Figure 1. M3 wires.
(4 px per micron) Cells faint in the background.
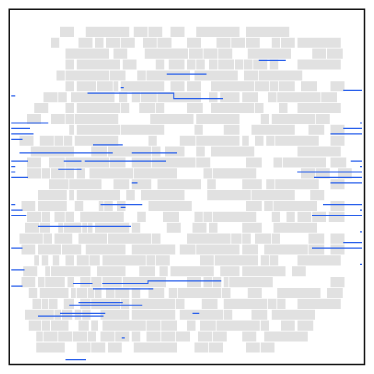
Figure 2. Metal 1.
(6 px per micron) Supply wires on this layer in grey. Cells faint in the background.
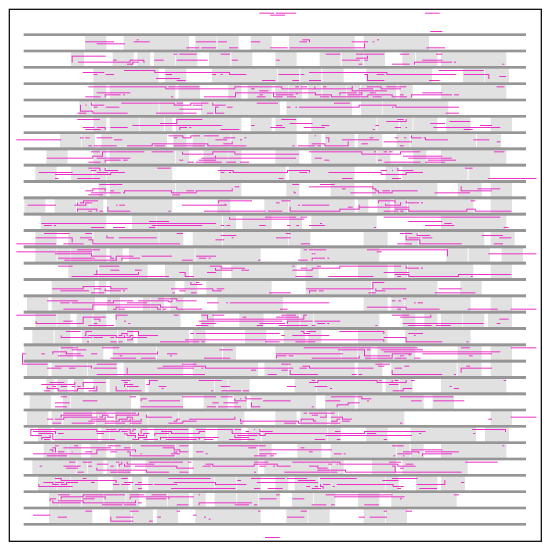
Figure 3. Congestion heat map.
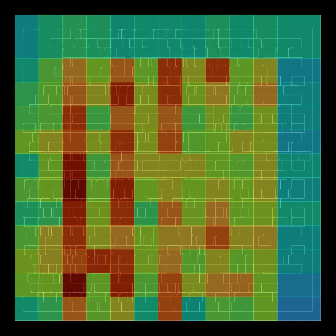
<file path="src/rtl/fetch_pkg.sv">
// fetch_pkg: shared defaults and the fetch-entry record for the fetch unit.
package fetch_pkg;
    localparam int DEF_ADDR_W = 5;
    localparam int DEF_DATA_W = 32;
    localparam int DEF_DEPTH  = 2;

    typedef struct packed {
        logic [DEF_ADDR_W-1:0] pc;
        logic [DEF_DATA_W-1:0] inst;
    } fetch_entry_t;
endpackage

</file>
<file path="src/rtl/fetch_fifo.sv">
// fetch_fifo: power-of-two circular buffer of fetched {pc, inst} entries.
// Flush clears pointers and count only; storage is zeroed just by reset.
module fetch_fifo import fetch_pkg::*; #(
    parameter int W     = DEF_ADDR_W + DEF_DATA_W,
    parameter int DEPTH = DEF_DEPTH,
    localparam int PW   = $clog2(DEPTH),
    localparam int CW   = PW + 1
) (
    input  logic          clk,
    input  logic          rst_n,
    input  logic          push,
    input  logic          pop,
    input  logic          flush,
    input  logic [W-1:0]  din,
    output logic [CW-1:0] count,
    output logic [W-1:0]  dout
);
    logic [W-1:0]  mem_q [DEPTH];
    logic [PW-1:0] wr_q, rd_q;
    logic [CW-1:0] count_q;

    assign count = count_q;
    assign dout  = mem_q[rd_q];

    always_ff @(posedge clk) begin
        if (!rst_n) begin
            for (int i = 0; i < DEPTH; i++) mem_q[i] <= '0;
            wr_q    <= '0;
            rd_q    <= '0;
            count_q <= '0;
        end else if (flush) begin
            wr_q    <= '0;
            rd_q    <= '0;
            count_q <= '0;
        end else begin
            if (push) begin
                mem_q[wr_q] <= din;
                wr_q        <= wr_q + PW'(1);
            end
            if (pop) rd_q <= rd_q + PW'(1);
            count_q <= count_q + CW'(push) - CW'(pop);
        end
    end
endmodule

</file>
<file path="src/rtl/fetch_unit.sv">
// fetch_unit: PC register and fetch control feeding a small decode buffer.
// The instruction memory sits outside; it answers adressIM combinationally on inst.
module fetch_unit import fetch_pkg::*; #(
    parameter int ADDR_W = DEF_ADDR_W,
    parameter int DATA_W = DEF_DATA_W,
    parameter int DEPTH  = DEF_DEPTH
) (
    input  logic              clk,
    input  logic              rst_n,
    output logic [ADDR_W-1:0] adressIM,
    input  logic [DATA_W-1:0] inst,
    input  logic              halt,
    input  logic              redirect_valid,
    input  logic [ADDR_W-1:0] redirect_pc,
    output logic              out_valid,
    input  logic              out_ready,
    output logic [DATA_W-1:0] out_inst,
    output logic [ADDR_W-1:0] out_pc
);
    localparam int CW = $clog2(DEPTH) + 1;

    logic [ADDR_W-1:0]        pc_q, pc_d;
    logic                     push, pop;
    logic [CW-1:0]            count;
    logic [ADDR_W+DATA_W-1:0] head;

    assign adressIM  = pc_q;
    assign out_valid = count != '0;
    assign pop       = out_valid && out_ready;
    // A full buffer still accepts a fetch when the head leaves this cycle.
    assign push      = !halt && !redirect_valid && (count < CW'(DEPTH) || pop);
    assign {out_pc, out_inst} = head;

    always_comb pc_d = redirect_valid ? redirect_pc : push ? pc_q + ADDR_W'(1) : pc_q;

    always_ff @(posedge clk) begin
        if (!rst_n) pc_q <= '0;
        else        pc_q <= pc_d;
    end

    fetch_fifo #(.W(ADDR_W + DATA_W), .DEPTH(DEPTH)) u_fifo (
        .clk   (clk),
        .rst_n (rst_n),
        .push  (push),
        .pop   (pop),
        .flush (redirect_valid),
        .din   ({pc_q, inst}),
        .count (count),
        .dout  (head)
    );
endmodule

</file>
<file path="config.mk">
export PLATFORM = sky130hd
export DESIGN_NAME = fetch_unit
export DESIGN_NICKNAME = d
export VERILOG_FILES = /design/src/rtl/fetch_pkg.sv /design/src/rtl/fetch_fifo.sv /design/src/rtl/fetch_unit.sv
export SDC_FILE = /design/constraint.sdc
export NUM_CORES = 1
export LEC_CHECK = 0
export ABC_AREA = 0
export CAP_MARGIN = 15
export CORE_MARGIN = 2
export CORE_UTILIZATION = 54
export CTS_BUF_LIST = sky130_fd_sc_hd__clkbuf_8 sky130_fd_sc_hd__clkbuf_16
export DETAILED_ROUTE_END_ITERATION = 10
export PLACE_DENSITY = 0.87
export SETUP_SLACK_MARGIN = 0.1
export SLEW_MARGIN = 40
export SYNTH_ARGS = -nofsm -noshare
export SYNTH_HDL_FRONTEND = slang
export SYNTH_HIERARCHICAL = 1
export SYNTH_SLANG_ARGS = --single-unit
</file>
<file path="constraint.sdc">
create_clock -name clk -period 9.5 [get_ports clk]
set_input_delay 1.9 -clock clk [delete_from_list [all_inputs] [get_ports clk]]
set_output_delay 1.9 -clock clk [all_outputs]
set_load 0.005 [all_outputs]
</file>
==> impl_metrics.env <==
# source this file to load flow results
export IMPL_status="complete, no violations"
export IMPL_dp_hpwl_microns=4840
export IMPL_r2r_end="u_fifo/mem_q[0][21]"
export IMPL_tns_ns=0
export IMPL_layout_min_cycle_time_ns=3.94
export IMPL_path_buffers=2
export IMPL_chipArea_sq_um=7820
export IMPL_synthTopLogicFamily="simple AND/OR/NAND/NOR gates"
export IMPL_max_stage_delay_ns=0.59
export IMPL_area_delta_synth_final_pct=27.5
export IMPL_nets=388
export IMPL_io_buffers=84
export IMPL_drive_gt1_share_pct=18.4
export IMPL_fa_ha_area_share_pct=0.975
export IMPL_first_pass_iters=4
export IMPL_cp_end_kind="flip-flop"
export IMPL_compound_area_share_pct=2.70
export IMPL_grt_overflow_total=0
export IMPL_yosys_warnings=6
export IMPL_maxCapViolations=0
export IMPL_grt_max_degree=39
export IMPL_finalSetupViolCount=0
export IMPL_worst_slack_ns=5.56
export IMPL_grt_setup_unrepaired="false"
export IMPL_insertion_delay_ns=0.35
export IMPL_routed_wl_met3_microns=408
export IMPL_ys_seq_share_pct=62.9
export IMPL_timing_rr_start="u_fifo/count[1]"
export IMPL_core_area_sq_um=6830
export IMPL_grt_use_total_pct=20.5
export IMPL_min_delay_start="u_fifo/rd_q"
export IMPL_cts_buffer_depth=2
export IMPL_cp_startpoint="redirect_valid"
export IMPL_ys_types=29
export IMPL_ys_area_sq_um=3850
export IMPL_hp_class="reg2reg"
export IMPL_viasPerCell=5.50
export IMPL_hold_buffers=0
export IMPL_relSlewSlack_pct=51.6
export IMPL_simple_gate_share_pct=15.8
export IMPL_pre_cts_ws_ns=5.20
export IMPL_grt_pass1_wl_microns=11900
export IMPL_clock_skew_ns=0.00737
export IMPL_ys_sh_xor_pct=0.812
export IMPL_final_hold_viol_count=0
export IMPL_logic_area_sq_um=1230
export IMPL_path_class="in2reg"
export IMPL_tightestPinTransition_ns=0.724
export IMPL_power_density_nw_per_um2=159
export IMPL_syn_area_sq_um=3850
export IMPL_numCtsBuffers=9
export IMPL_max_vdd_ir_drop_uv=91.0
export IMPL_holdPathStages=2
export IMPL_die_width_microns=88.4
export IMPL_syn_nets=311
export IMPL_grt_pass1_vias=2487
export IMPL_finalCritPeriodShare_pct=41.5
export IMPL_crit_slowest_cell="clkdlybuf4s50_1"
export IMPL_antenna_left=0
export IMPL_r2r_slack_ns=7.33
export IMPL_gp_congestion=0.704
export IMPL_leakagePower_nw=2.03
export IMPL_fp_row_count=30
export IMPL_die_h_microns=88.4
export IMPL_startpoint_type="input port"
export IMPL_rr_worst_depth=5
export IMPL_drt_iter0_drc=214
export IMPL_cts_resized=0
export IMPL_crit_arrival_ns=3.92
export IMPL_routed_wl_met2_microns=4180
export IMPL_ff_latch_area_sq_um=2430
export IMPL_n_fill_cell=473
export IMPL_fp_util_pct=56.4
export IMPL_slew_violations=0
export IMPL_crit_family="buffers and inverters"
export IMPL_postCtsSetupBuffers=0
export IMPL_routed_top_layer="met4"
export IMPL_cp_required_ns=9.48
export IMPL_root_buffer="clkbuf_8"
export IMPL_m1WireLength_microns=3060
export IMPL_cts_reportedPaths_clkPinSlew_ns=0.08
export IMPL_ys_ff=84
export IMPL_path_max_fanout=37
export IMPL_crit_path_end="u_fifo/mem_q[0][21]"
export IMPL_path_cells="clkdlybuf4s50_1 > nor3_1 > nand2b_1 > o21ai_4 > buf_4"
export IMPL_drc=0
export IMPL_max_freq_mhz=254
export IMPL_cts_sinks=84
export IMPL_synth_avg_cell_area_sq_um=14.5
export IMPL_cp_depth=5
export IMPL_ys_cells=266
export IMPL_tool_warnings=26
export IMPL_cts_tree="built"
export IMPL_synth_cells=266
export IMPL_ys_sh_mux_pct=10.8
export IMPL_cts_max_level=3
export IMPL_io_pins=85
export IMPL_antenna_cells=0
export IMPL_antenna_found_initial=0
Notes on Figure 1 above:
47 nets have wire on it. The wires run mostly horizontal. The layer carries 408 microns of wire. The longest straight run is 23.0 microns. The layer holds 5.3% of the routed length.
grt met3 use: 5.13%
via count: 2443
final wirelength: 7780 microns

Notes on Figure 2 above:
The layer holds 39% of the routed length. 356 nets have wire on it. The layer carries 3060 microns of wire.
grt met1 use: 23.8%

Notes on Figure 3 above:
global route hottest layer: met2
met2 Usage GRT: 36.6%
DR WL/cell: 17.5 microns

## stage by stage
stage	area (sq um)	utilization (%)	cells	total power [mW]	hold WS (ns)
3_3_place_gp	4640	67.9	426	0.516	0.494
2_1_floorplan	3850	-	266	0.471	0.480
4_1_cts	4910	71.9	444	0.783	0.537
3_5_place_dp	4700	68.8	428	0.523	0.508
6_report	4910	71.9	444	0.779	0.540
5_1_grt	4910	71.9	444	0.808	0.564
## cells by family (layout without fill, tap and decap cells)
logic type               count (synthesis)  after routing
AND-OR/OR-AND                           18             18
XOR/XNOR                                 2              2
adder cells (fa/ha/maj)                  3              3
buffers and inverters                   26            108
flip-flops                              84             84
multiplexers                            37             37
AND/OR/NAND/NOR                         96             96
## state kept, by name, summed over array words and instances (netlist names), named ones only
signal        flops
adressIM          5
u_fifo/mem_q     74
u_fifo/count      2
u_fifo/rd_q       1
u_fifo/wr_q       1
## worst register-to-register path, stage by stage, from the launching register on
cell and delay [ns]:
dfxtp_1 0.34, nor2b_4 0.17, nor3_1 0.46, nand2b_1 0.21
o21ai_4 0.16, buf_4 0.45
## where the power goes
| group | switching (mW) | internal (mW) | total [mW] |
|---|---|---|---|
| combinational | 0.0356 | 0.0536 | 0.0893 |
| clock | 0.119 | 0.145 | 0.264 |
| sequential | 0.00799 | 0.418 | 0.426 |
| total | 0.163 | 0.616 | 0.779 |
## routing by layer
metal,vias to the layer above,global-route usage [%]
met3,11,5.13
met5,-,0
met1,1197,23.8
met2,75,36.6
met4,0,7.71
li1,1160,-
## Yosys cell counts
| library cell | number | area, sq um |
|---|---|---|
| a21oi_1 | 1 | 5.00 |
| a31oi_1 | 5 | 31.3 |
| and2_1 | 2 | 12.5 |
| and2_2 | 1 | 7.51 |
| and3_1 | 74 | 463 |
| buf_4 | 3 | 22.5 |
| buf_6 | 16 | 180 |
| clkbuf_1 | 3 | 11.3 |
| clkinv_1 | 1 | 3.75 |
| dfxtp_1 | 10 | 200 |
| edfxtp_1 | 74 | 2220 |
| ha_1 | 3 | 37.5 |
| inv_1 | 3 | 11.3 |
| mux2_2 | 37 | 417 |
| nand2_1 | 1 | 3.75 |
| nand2b_1 | 3 | 18.8 |
| nand3_1 | 2 | 10.0 |
| nor2_1 | 3 | 11.3 |
| nor2b_1 | 1 | 6.26 |
| nor2b_4 | 2 | 27.5 |
| nor3_1 | 1 | 5.00 |
| o21ai_0 | 9 | 45.0 |
| o31ai_1 | 3 | 22.5 |
| or2_2 | 1 | 6.26 |
| or3_1 | 1 | 6.26 |
| or3b_2 | 1 | 8.76 |
| or4_1 | 3 | 22.5 |
| xnor2_1 | 1 | 8.76 |
| xnor3_1 | 1 | 22.5 |
## layout make-up
class                   count  area share (%)
repair buffers             88            18.6
clock buffers               9            2.52
flip-flops and latches     84            49.4
clock inverters             7            1.71
inverters                   4           0.306
multi-input cells         156            25.1
well taps                  96            2.45
## layout by cell type, fill, tap and decap left out, types with 3 or more instances in the layout
cell and count:
o21ai_0 7, inv_1 5, and3_1 74, ha_1 3, a31oi_1 5, o31ai_1 3, nand2b_1 3, nor2_1 3
edfxtp_1 74, dfxtp_1 9, clkbuf_8 9, mux2_2 37, or4_1 3, clkdlybuf4s50_1 84, nor2b_4 3
Power figures rest on the tool's default switching activity, not on a simulated workload.
